File: src/rtl/debugger_apb_initiator_if.sv
// Host command/response port and APB requester bus of the debugger APB initiator.
// master: the initiator side; slave: host plus APB responder side.
interface debugger_apb_initiator_if #(
    parameter int unsigned ADDR_W = 5,
    parameter int unsigned DATA_W = 8
);
    logic              cmd_valid;
    logic              cmd_ready;
    logic              cmd_write;
    logic [ADDR_W-1:0] cmd_addr;
    logic [DATA_W-1:0] cmd_wdata;
    logic              rsp_valid;
    logic              rsp_ready;
    logic [DATA_W-1:0] rsp_rdata;
    logic              rsp_error;
    logic              PSEL;
    logic              PENABLE;
    logic              PWRITE;
    logic [ADDR_W-1:0] PADDR;
    logic [DATA_W-1:0] PWDATA;
    logic [DATA_W-1:0] PRDATA;
    logic              PREADY;

    modport master (
        input  cmd_valid, cmd_write, cmd_addr, cmd_wdata, rsp_ready, PRDATA, PREADY,
        output cmd_ready, rsp_valid, rsp_rdata, rsp_error,
        output PSEL, PENABLE, PWRITE, PADDR, PWDATA
    );

    modport slave (
        output cmd_valid, cmd_write, cmd_addr, cmd_wdata, rsp_ready, PRDATA, PREADY,
        input  cmd_ready, rsp_valid, rsp_rdata, rsp_error,
        input  PSEL, PENABLE, PWRITE, PADDR, PWDATA
    );
endinterface

File: src/rtl/debugger_apb_initiator.sv
// APB initiator: one host command becomes one SETUP+ACCESS transfer, with wait states,
// an optional wait-state timeout, and a held response until the host consumes it.
module debugger_apb_initiator #(
    parameter int unsigned ADDR_W  = 5,
    parameter int unsigned DATA_W  = 8,
    parameter int unsigned TIMEOUT = 15
) (
    input  logic                     clk,
    input  logic                     rst,
    debugger_apb_initiator_if.master bus_io
);
    localparam int unsigned CNT_W = (TIMEOUT > 0) ? $clog2(TIMEOUT + 1) : 1;
    localparam logic [CNT_W-1:0] CNT_MAX  = {CNT_W{1'b1}};
    localparam logic [CNT_W-1:0] CNT_LAST = CNT_W'(TIMEOUT - 1);

    typedef enum logic [1:0] {IDLE, SETUP, ACCESS, RESP} state_e;

    state_e            state_q,     state_d;
    logic              psel_q,      psel_d;
    logic              penable_q,   penable_d;
    logic              pwrite_q,    pwrite_d;
    logic [ADDR_W-1:0] paddr_q,     paddr_d;
    logic [DATA_W-1:0] pwdata_q,    pwdata_d;
    logic              rsp_valid_q, rsp_valid_d;
    logic [DATA_W-1:0] rsp_rdata_q, rsp_rdata_d;
    logic              rsp_error_q, rsp_error_d;
    logic [CNT_W-1:0]  cnt_q,       cnt_d;

    always_ff @(posedge clk or posedge rst) begin
        if (rst) begin
            state_q     <= IDLE;
            psel_q      <= 1'b0;
            penable_q   <= 1'b0;
            pwrite_q    <= 1'b0;
            paddr_q     <= '0;
            pwdata_q    <= '0;
            rsp_valid_q <= 1'b0;
            rsp_rdata_q <= '0;
            rsp_error_q <= 1'b0;
            cnt_q       <= '0;
        end else begin
            state_q     <= state_d;
            psel_q      <= psel_d;
            penable_q   <= penable_d;
            pwrite_q    <= pwrite_d;
            paddr_q     <= paddr_d;
            pwdata_q    <= pwdata_d;
            rsp_valid_q <= rsp_valid_d;
            rsp_rdata_q <= rsp_rdata_d;
            rsp_error_q <= rsp_error_d;
            cnt_q       <= cnt_d;
        end
    end

    always_comb begin
        state_d     = state_q;
        psel_d      = psel_q;
        penable_d   = penable_q;
        pwrite_d    = pwrite_q;
        paddr_d     = paddr_q;
        pwdata_d    = pwdata_q;
        rsp_valid_d = rsp_valid_q;
        rsp_rdata_d = rsp_rdata_q;
        rsp_error_d = rsp_error_q;
        cnt_d       = cnt_q;
        unique case (state_q)
            IDLE: begin
                if (bus_io.cmd_valid) begin
                    pwrite_d = bus_io.cmd_write;
                    paddr_d  = bus_io.cmd_addr;
                    pwdata_d = bus_io.cmd_wdata;
                    psel_d   = 1'b1;
                    state_d  = SETUP;
                end
            end
            SETUP: begin
                penable_d = 1'b1;
                cnt_d     = '0;
                state_d   = ACCESS;
            end
            ACCESS: begin
                // PREADY takes priority over a timeout landing on the same cycle
                if (bus_io.PREADY) begin
                    rsp_rdata_d = pwrite_q ? '0 : bus_io.PRDATA;
                    rsp_error_d = 1'b0;
                    rsp_valid_d = 1'b1;
                    psel_d      = 1'b0;
                    penable_d   = 1'b0;
                    state_d     = RESP;
                end else if ((TIMEOUT != 0) && (cnt_q == CNT_LAST)) begin
                    rsp_rdata_d = '0;
                    rsp_error_d = 1'b1;
                    rsp_valid_d = 1'b1;
                    psel_d      = 1'b0;
                    penable_d   = 1'b0;
                    state_d     = RESP;
                end else if (cnt_q != CNT_MAX) begin
                    cnt_d = cnt_q + CNT_W'(1);
                end
            end
            RESP: begin
                if (bus_io.rsp_ready) begin
                    rsp_valid_d = 1'b0;
                    state_d     = IDLE;
                end
            end
            default: state_d = IDLE;
        endcase
    end

    assign bus_io.cmd_ready = (state_q == IDLE);
    assign bus_io.rsp_valid = rsp_valid_q;
    assign bus_io.rsp_rdata = rsp_rdata_q;
    assign bus_io.rsp_error = rsp_error_q;
    assign bus_io.PSEL      = psel_q;
    assign bus_io.PENABLE   = penable_q;
    assign bus_io.PWRITE    = pwrite_q;
    assign bus_io.PADDR     = paddr_q;
    assign bus_io.PWDATA    = pwdata_q;
endmodule

File: src/flat_wrapper.sv
// flat-port wrapper written by rule: the top's interface ports become plain ports
module debugger_apb_initiator_flat 
#(
    parameter int unsigned ADDR_W  = 5,
    parameter int unsigned DATA_W  = 8,
    parameter int unsigned TIMEOUT = 15
)
  (clk, rst, bus_io_cmd_valid, bus_io_cmd_write, bus_io_cmd_addr, bus_io_cmd_wdata, bus_io_rsp_ready, bus_io_PRDATA, bus_io_PREADY, bus_io_cmd_ready, bus_io_rsp_valid, bus_io_rsp_rdata, bus_io_rsp_error, bus_io_PSEL, bus_io_PENABLE, bus_io_PWRITE, bus_io_PADDR, bus_io_PWDATA);
  debugger_apb_initiator_if #(.ADDR_W(ADDR_W), .DATA_W(DATA_W)) bus_io_i ();
  input  logic clk;
  input  logic rst;
  input wire logic [$bits(bus_io_i.cmd_valid)-1:0] bus_io_cmd_valid;
  input wire logic [$bits(bus_io_i.cmd_write)-1:0] bus_io_cmd_write;
  input wire logic [$bits(bus_io_i.cmd_addr)-1:0] bus_io_cmd_addr;
  input wire logic [$bits(bus_io_i.cmd_wdata)-1:0] bus_io_cmd_wdata;
  input wire logic [$bits(bus_io_i.rsp_ready)-1:0] bus_io_rsp_ready;
  input wire logic [$bits(bus_io_i.PRDATA)-1:0] bus_io_PRDATA;
  input wire logic [$bits(bus_io_i.PREADY)-1:0] bus_io_PREADY;
  output wire logic [$bits(bus_io_i.cmd_ready)-1:0] bus_io_cmd_ready;
  output wire logic [$bits(bus_io_i.rsp_valid)-1:0] bus_io_rsp_valid;
  output wire logic [$bits(bus_io_i.rsp_rdata)-1:0] bus_io_rsp_rdata;
  output wire logic [$bits(bus_io_i.rsp_error)-1:0] bus_io_rsp_error;
  output wire logic [$bits(bus_io_i.PSEL)-1:0] bus_io_PSEL;
  output wire logic [$bits(bus_io_i.PENABLE)-1:0] bus_io_PENABLE;
  output wire logic [$bits(bus_io_i.PWRITE)-1:0] bus_io_PWRITE;
  output wire logic [$bits(bus_io_i.PADDR)-1:0] bus_io_PADDR;
  output wire logic [$bits(bus_io_i.PWDATA)-1:0] bus_io_PWDATA;
  assign bus_io_i.cmd_valid = bus_io_cmd_valid;
  assign bus_io_i.cmd_write = bus_io_cmd_write;
  assign bus_io_i.cmd_addr = bus_io_cmd_addr;
  assign bus_io_i.cmd_wdata = bus_io_cmd_wdata;
  assign bus_io_i.rsp_ready = bus_io_rsp_ready;
  assign bus_io_i.PRDATA = bus_io_PRDATA;
  assign bus_io_i.PREADY = bus_io_PREADY;
  assign bus_io_cmd_ready = bus_io_i.cmd_ready;
  assign bus_io_rsp_valid = bus_io_i.rsp_valid;
  assign bus_io_rsp_rdata = bus_io_i.rsp_rdata;
  assign bus_io_rsp_error = bus_io_i.rsp_error;
  assign bus_io_PSEL = bus_io_i.PSEL;
  assign bus_io_PENABLE = bus_io_i.PENABLE;
  assign bus_io_PWRITE = bus_io_i.PWRITE;
  assign bus_io_PADDR = bus_io_i.PADDR;
  assign bus_io_PWDATA = bus_io_i.PWDATA;
  debugger_apb_initiator #(.ADDR_W(ADDR_W), .DATA_W(DATA_W), .TIMEOUT(TIMEOUT)) u_core (.clk(clk), .rst(rst), .bus_io(bus_io_i));
endmodule
File: config.mk
export PLATFORM = sky130hd
export DESIGN_NAME = debugger_apb_initiator_flat
export DESIGN_NICKNAME = d
export VERILOG_FILES = /design/src/rtl/debugger_apb_initiator_if.sv /design/src/rtl/debugger_apb_initiator.sv /design/src/flat_wrapper.sv
export SDC_FILE = /design/constraint.sdc
export NUM_CORES = 1
export LEC_CHECK = 0
export CORE_AREA = 2 2 61 63
export DETAILED_ROUTE_END_ITERATION = 7
export DIE_AREA = 0 0 63 65
export PLACE_DENSITY = 0.77
export SETUP_SLACK_MARGIN = 0.5
export SLEW_MARGIN = 20
export SYNTH_ARGS = -nofsm -noshare
export SYNTH_HDL_FRONTEND = slang
export SYNTH_SLANG_ARGS = --single-unit
File: constraint.sdc
create_clock -name clk -period 2.3 [get_ports clk]
set_clock_uncertainty 0.05 [all_clocks]
set_input_delay 0.46 -clock clk [delete_from_list [all_inputs] [get_ports clk]]
set_output_delay 0.46 -clock clk [all_outputs]
set_load 0.01 [all_outputs]
### Routing congestion

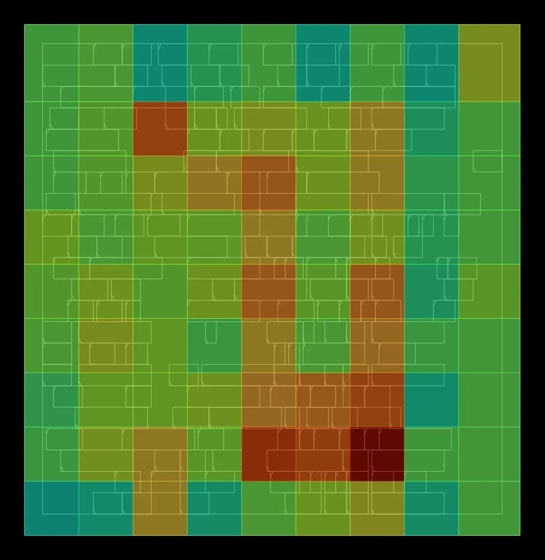
Final Core Density: 64.4%
GRT Max-Usage Layer: met2
met1 Use GR: 19.4%
GRT Overall Usage: 16.1%

### Clock distribution

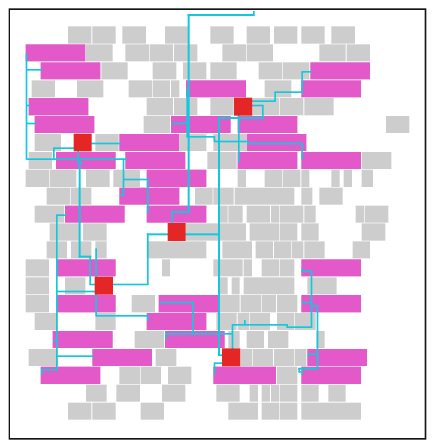
Cyan stands for clock wires, length 389 um. Magenta stands for flip-flops, count 32. Red stands for clock-net drivers, count 5.
There are 6 routed clock nets.
clock group power: 0.000335 W
clock latency on the worst-skew pair: 0.34 ns
clock share of power: 12.0%

### Sequential cells grouped by signal name

Other sequential cells in the stronger grey, the rest of the logic in the fainter grey.
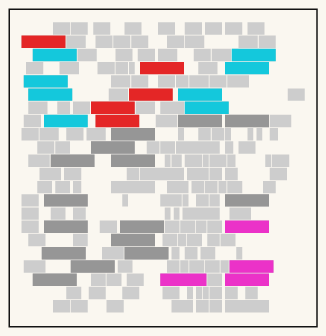
Cyan stands for u_core.bus_io.PWDATA, placed flops 8. Magenta stands for u_core.cnt_q, placed flops 4, where lower right. Red stands for u_core.bus_io.PADDR, placed flops 5.
Another 15 sequential cells are not coloured.
flop share of the area: 35.7%
Sequential Power: 0.000975 W
register area: 802 um^2

==> impl_metrics.csv <==
group,metric,value,unit
layout,final_cells,230,
global_routing,antenna_found_initial,0,
logic_synthesis,synth-warning-count,0,
run_status,status,"complete, no violations",
logic_synthesis,postSynthCellCount,114,
logic_synthesis,synthesis.nets,149,
logic_synthesis,ys_top_logic_family,"AND-OR/OR-AND gates",
floorplan,fp_util,41.8,%
floorplan,rows,22,
timing,hold_viol_final,0,
floorplan,io_pins,54,
placement,place_inst,212,
logic_synthesis,synthTopCellsByArea,"dfrtp_1, mux2_2, ha_1",
setup_path,cp_top_family,"simple AND/OR/NAND/NOR gates",
route,vias,1195,
timing,slew_violations,0,
route,routedWlPerCell,14.3,um
route,drtIter0Drc,57,
floorplan,die_h,65,um
logic_synthesis,aoi_share,14.9,%
timing,tightest_slew,0.573,ns
layout,lay_top_count,"clkdlybuf4s50_1",
logic_synthesis,ys_seq_elements,32,
logic_synthesis,synthAdderAreaFrac,6.86,%
setup_path,cp-end-kind,"register",
layout,drive_gt1_share,25.3,%
run,cap_violations,0,
logic_synthesis,synth_area,0.00146,mm^2
power_and_ir_drop,p_leak,1.05,nW
logic_synthesis,ys_sh_mux,12.9,%
hold_path,hold_depth,2,
logic_synthesis,xor_share,0,%
setup_path,r2r_start,"u_core.cnt_q[0]",
logic_synthesis,ys_types,28,
logic_synthesis,yosysCellCount,114,
layout,lay_top_cells,"clkdlybuf4s50_1, dfrtp_1, mux2_2",
placement,port_buffers,53,
timing,max_freq,0.566,GHz
clock_tree,cts_buffers,5,
timing,layout_min_cycle_time,1.77,ns
route,viasPerCell,5.20,
route,totalWireLength,3290,um
route,first_pass_iters,4,
logic_synthesis,top_area_share,54.8,%
global_routing,grt-ovfl-total,0,
layout,comb_area,659,um^2
logic_synthesis,syn_area_per_cell,12.8,um^2
route,antenna_left,0,
floorplan,dieWidth,63,um
clock_tree,cts_tree,"yes",
setup_path,critPathMaxFanout,5,
power_and_ir_drop,ir_drop,0.826,mV
hold_path,hp-class,"primary input to register",
power_and_ir_drop,powerDensity,1240,mW/mm^2
global_routing,grt_max_degree,33,
run,warnings,34,
global_routing,grt_pass1_wl,5020,um
clock_tree,cts_root_buffer,"clkbuf_4",
setup_path,cp_num_buf_inv,1,
timing,hold_slack,0.416,ns
clock_tree,path_clk_slew,0.10,ns
layout,area_growth,54.1,%
timing,worst_slack,0.532,ns
setup_path,worst-path-stages,5,
layout,antenna-diode-count,0,
timing,slew_headroom,61.7,%
layout,nets,216,
logic_synthesis,yosys.area.top_type,"dfrtp_1",
hold_path,hold_start,"bus_io_PREADY",
timing,rsz0062_at_grt,"yes",
logic_synthesis,ys_seq_share,54.8,%
clock_tree,cts-htree-levels,2,
placement,place_worst_setup_slack,0.218,ns
route,drc,0,
clock_tree,ctsHoldBuffers,0,
global_routing,grt_pass1_vias,1130,
setup_path,crit_start,"u_core.cnt_q[0]",
floorplan,core,0.00350,mm^2
timing,tns,0,ns
setup_path,cp_cell_sequence,"buf_4 > ha_1 > and3_2 > or4_1 > o211ai_1",
setup_path,worst_path_largest_cell_delay,0.49,ns
layout,fillCellCount,290,
clock_tree,clockBufferDepth,2,
placement,hpwlAfterDp,2250,um
logic_synthesis,simple_gate_share,6.17,%
setup_path,slowest_stage,"or4_1",
setup_path,required,2.51,ns
clock_tree,cts_num_sinks,32,
placement,gp_congestion,0.726,
setup_path,rr_worst_depth,5,
timing,period_used_share,76.9,%
floorplan,die-area,0.00410,mm^2
timing,setup_viol,0,
setup_path,criticalPathCategory,"register to register",
setup_path,critPathLaunchType,"register",
logic_synthesis,synth_chip_area,0.00146,mm^2
setup_path,cp.arrival,1.98,ns
## stage by stage
step                util, %  total power (W)  area, um^2
finish                 64.4          0.00278        2250
detailed placement     58.2          0.00225        2030
global placement       58.2          0.00221        2030
floorplan                 -          0.00163        1460
CTS                    61.2          0.00266        2140
global route           64.4          0.00297        2250
## power breakdown
part / total, W / internal (W) / switching (W)
registers: 0.000975 / 0.000819 / 0.000156
clock network: 0.000335 / 0.000145 / 0.000190
logic: 0.00147 / 0.000866 / 0.000609
## per-layer routing
metal / vias up / global-route usage (%) / wire, um
met3: 11 / 3.47 / 110
met5: - / 0 / 0
met1: 580 / 19.4 / 1410
met2: 44 / 25.4 / 1660
li1: 560 / - / -
met4: 0 / 12.2 / 109
## cells by family (layout without fill, tap and decap cells)
kind of cell / count (synthesis) / in the layout
flip-flops: 32 / 32
AND-OR/OR-AND: 26 / 26
multiplexers: 17 / 17
AND/OR/NAND/NOR: 17 / 17
buffers and inverters: 14 / 82
adder cells (fa/ha/maj): 8 / 8
## worst paths after layout
check	endpoint	slack (ns)
max	u_core.cnt_q[0]	0.53
min	u_core.bus_io.rsp_error	0.42
max reg2reg	u_core.cnt_q[0]	0.53
min reg2reg	u_core.bus_io.PENABLE	0.45
max in group asynchronous	u_core.cnt_q[1]	1.46
min in group asynchronous	u_core.bus_io.rsp_error	0.44
## registers in the layout (all words and copies together) (netlist names), 2 cells and up
register	flops
u_core.bus_io.PADDR	5
u_core.bus_io.rsp_rdata	8
u_core.bus_io.PWDATA	8
u_core.state_q	2
u_core.cnt_q	4
## worst reg2reg max path, cell delays in order, from the launching register on
cell      delay (ns)
dfrtp_1         0.41
buf_4           0.16
ha_1            0.21
and3_2          0.25
or4_1           0.49
o211ai_1        0.12
## area by class of cell
class	instances	share of cell area (%)
timing repair buffer	64	27.9
multi-input combinational	68	29.3
clock inverter	2	0.445
clock buffer	6	2.28
tap	48	2.67
inverter	10	1.78
sequential	32	35.7
## cells in the mapped netlist
cell       count
mux2i_1        2
a222oi_1       1
o311ai_0       4
and3_1         1
or4_1          2
nand2_1        5
buf_2          2
a22o_1         9
a21oi_1        1
o21ai_0        2
a31oi_2        1
mux2_1         1
a21boi_0       2
o221ai_1       2
o211ai_1       1
nand3_1        3
a31o_2         1
nor2_1         2
a2bb2oi_1      1
nand2b_1       2
buf_4          2
and4_1         1
mux2_2        14
inv_1         10
ha_1           8
dfrtp_1       32
a41oi_1        1
nand4_1        1
## repair_timing
item,CTS,global route
pin swaps,1,1
setup buffers,4,6
endpoints found under the setup margin,7,15
gates resized,8,22
cloned,0,0
Power and IR drop assume default switching activity.
